==> config.mk <==
export PLATFORM = sky130hd
export DESIGN_NAME = alu_sequencer
export DESIGN_NICKNAME = d
export VERILOG_FILES = /design/src/rtl/alu_sequencer.sv
export SDC_FILE = /design/constraint.sdc
export NUM_CORES = 1
export LEC_CHECK = 0
export ABC_CLOCK_PERIOD_IN_PS = 1700
export CORE_UTILIZATION = 33
export CTS_CLUSTER_SIZE = 8
export DETAILED_ROUTE_END_ITERATION = 10
export GPL_ROUTABILITY_DRIVEN = 0
export PLACE_DENSITY = 0.72
export SLEW_MARGIN = 20
export SYNTH_ARGS = -nofsm -noshare
export SYNTH_HDL_FRONTEND = slang
export SYNTH_SLANG_ARGS = --single-unit
==> constraint.sdc <==
create_clock -name Clock -period 1.7 [get_ports Clock]
set_input_delay 0.34 -clock Clock [delete_from_list [all_inputs] [get_ports Clock]]
set_output_delay 0.34 -clock Clock [all_outputs]
set_load 0.02 [all_outputs]
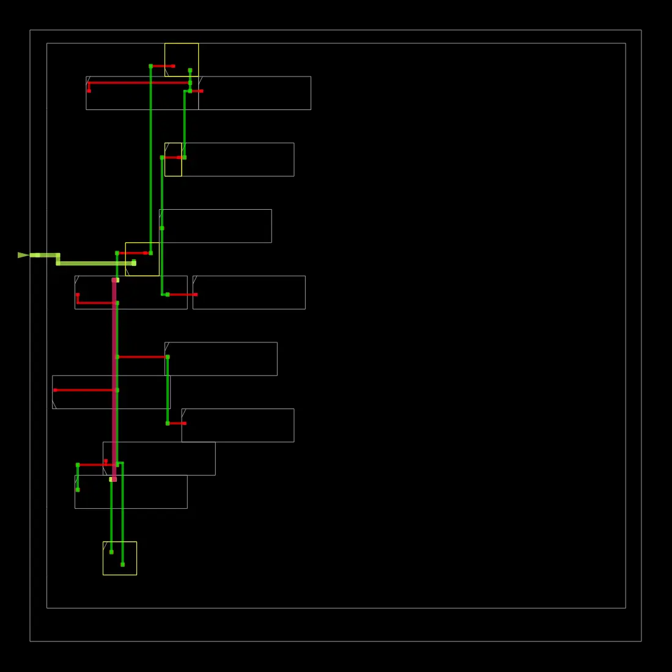
**Above:** run 1 (clock wiring as the flow saved it).
Num Clock Sinks: 11
clock-net power: 174 uW
FFs & Latches: 11

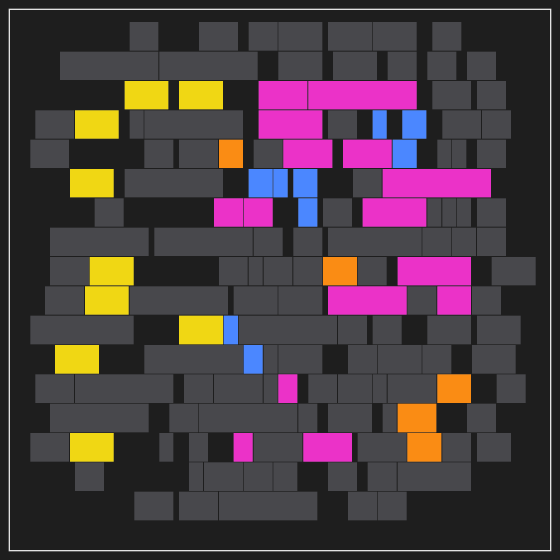
**Above:** run 1 (logic cells by family).
yellow -> mux cells  # cells 9
blue -> nand cells  # cells 9
magenta -> aoi and oai cells  # cells 15
orange -> and/or cells  # cells 5
Comb/total area: 0.410
most used logic cell in the final layout: buf_4
Layout Cells excl Fill: 174

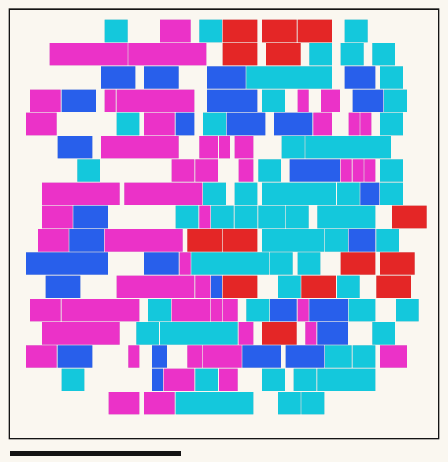
**Above:** run 1 (sizing map).
Bar = 20 um.
cyan -> x3 and x4  # cells 54, most used buf_4
red -> x6 and larger  # cells 14, most used buf_6
magenta -> x1 and smaller  # cells 50, most used clkdlybuf4s50_1
blue -> x2  # cells 28, most used mux2_2
slack of the critical path: -0.433 ns
fin area: 0.00157 mm^2

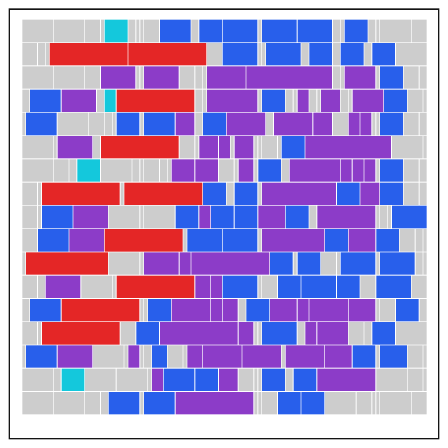
**Above:** run 1 (placed cells, one colour a class).
Fill, decap, tap and diode cells in grey.
cyan -> clock drivers and dummy loads  # cells 4
red -> registers  # cells 11
purple -> remaining logic cells  # cells 65
blue -> remaining buffers and delay cells  # cells 66
core area: 0.00219 mm^2
Seq area share: 0.176
Post-Route Utilization: 0.717
Rows: 17

==> flow_metrics.py <==
# Physical implementation metrics
metrics = {
    "timing": {
        "fin_skew_ns": 0.00133,
        "setup_viol": 22,
        "rsz0062_at_grt": "yes",
        "finalHoldViolations": 0,
        "relSlewSlack": 0.689,
        "period_minus_slack_ns": 2.13,
        "timing.final.ws_setup_ns": -0.433,
    },
    "synthesis": {
        "netlist_area_um2": 762,
        "syn_inst": 76,
        "netlist.area_leader.share": 0.361,
        "simple_gate_share": 0.238,
        "synth-edff-count": 0,
        "synthTopLogicFamily": "simple AND/OR/NAND/NOR gates",
        "syn_avg_cell_area_um2": 10.0,
        "compound_area_frac": 0.166,
        "syn-num-nets": 100,
        "async_flop_share": 1.00,
    },
    "clock_network": {
        "tritoncts": "built",
        "htreeDepth": 1,
        "cts.repair.resized": 134,
    },
    "critical_path": {
        "crit_slowest_cell": "dfrtp_1",
        "cp.arrival_ns": 1.79,
        "critPathMaxFanout": 4,
        "crit_required_ns": 1.36,
        "reg2reg_depth": 7,
        "cp-end-kind": "output port",
        "start_kind": "flip-flop",
        "r2r_slack_ns": 0.17,
    },
    "floorplanning": {
        "die_area_mm2": 0.00251,
    },
    "detailed_routing": {
        "wl_per_cell_um": 13.4,
        "firstDrtPassIters": 4,
    },
    "global_route": {
        "grt_busiest_layer": "met2",
        "grt_pass1_vias": 854,
        "grt_max_degree": 12,
        "grt_overflow": 0,
    },
    "pwr": {
        "p_leak_nw": 0.689,
    },
    "layout": {
        "fin_nets": 171,
        "drive_above_1_share": 0.658,
    },
    "placement": {
        "post-dp-hpwl_mm": 1.78,
    },
    "job": {
        "tool_warnings": 40,
    },
    "min_path": {
        "hp-class": "input pin to asynchronous set/reset pin",
    },
    "outcome": {
        "violations": "setup timing",
        "outcome": "complete, but fails checks",
    },
}
-- run 1: layout make-up --
class	count	area, um^2
Clock buffer	4	26.3
Fill cell	157	619
Inverter	4	15.0
Multi-Input combinational cell	61	644
Sequential cell	11	277
Tap cell	28	35.0
Timing Repair Buffer	66	574
-- run 1: routing by layer --
metal,part of all wire,routed length [um]
met1,0.39,915
met2,0.53,1230
met3,0.043,101
met4,0.039,91
met5,0,0
-- run 1: power by group --
group          leakage, nW  switching [mW]  internal [mW]  total [mW]
Sequential           0.130           0.159          0.398       0.557
Combinational        0.544            1.06           1.20        2.26
Clock               0.0150          0.0830         0.0909       0.174
-- run 1: placed cells by master (no fill, tap or decap), drive strengths merged, types with 4 or more instances in the layout --
cell type,Yosys,final
buf,0,54
clkdlybuf4s50,0,11
dfrtp,11,11
mux2,9,9
nor2,9,9
ha,5,5
nand2b,4,4
o22ai,4,4
clkbuf,0,4
inv,4,4
-- run 1: cell families after synthesis --
| logic type | count (synthesis) |
|---|---|
| mux | 9 |
| compound gates | 16 |
| fa+ha+maj | 5 |
| simple gates | 31 |
| flops | 11 |
| buf+inv | 4 |
-- run 1: worst register-to-register path, stage by stage, from the launching register on --
cell,delay (ns)
dfrtp_1,0.43
inv_2,0.08
buf_6,0.13
buf_4,0.13
ha_1,0.24
buf_4,0.15
nor3_1,0.18
a21oi_1,0.07
-- run 1: per-stage QoR --
step / TNS [ns] / hold slack (ns) / instance area, um^2 / util
5_1_grt: -9.68 / 0.413 / 1570 / 0.717
6_report: -7.60 / 0.390 / 1570 / 0.717
2_1_floorplan: -0.424 / 0.0444 / 861 / -
3_3_place_gp: -10.14 / 0.562 / 1430 / 0.652
3_5_place_dp: -10.99 / 0.567 / 1430 / 0.652
4_1_cts: -7.17 / 0.395 / 1500 / 0.685
Power figures rest on the tool's default switching activity, not on a simulated workload.
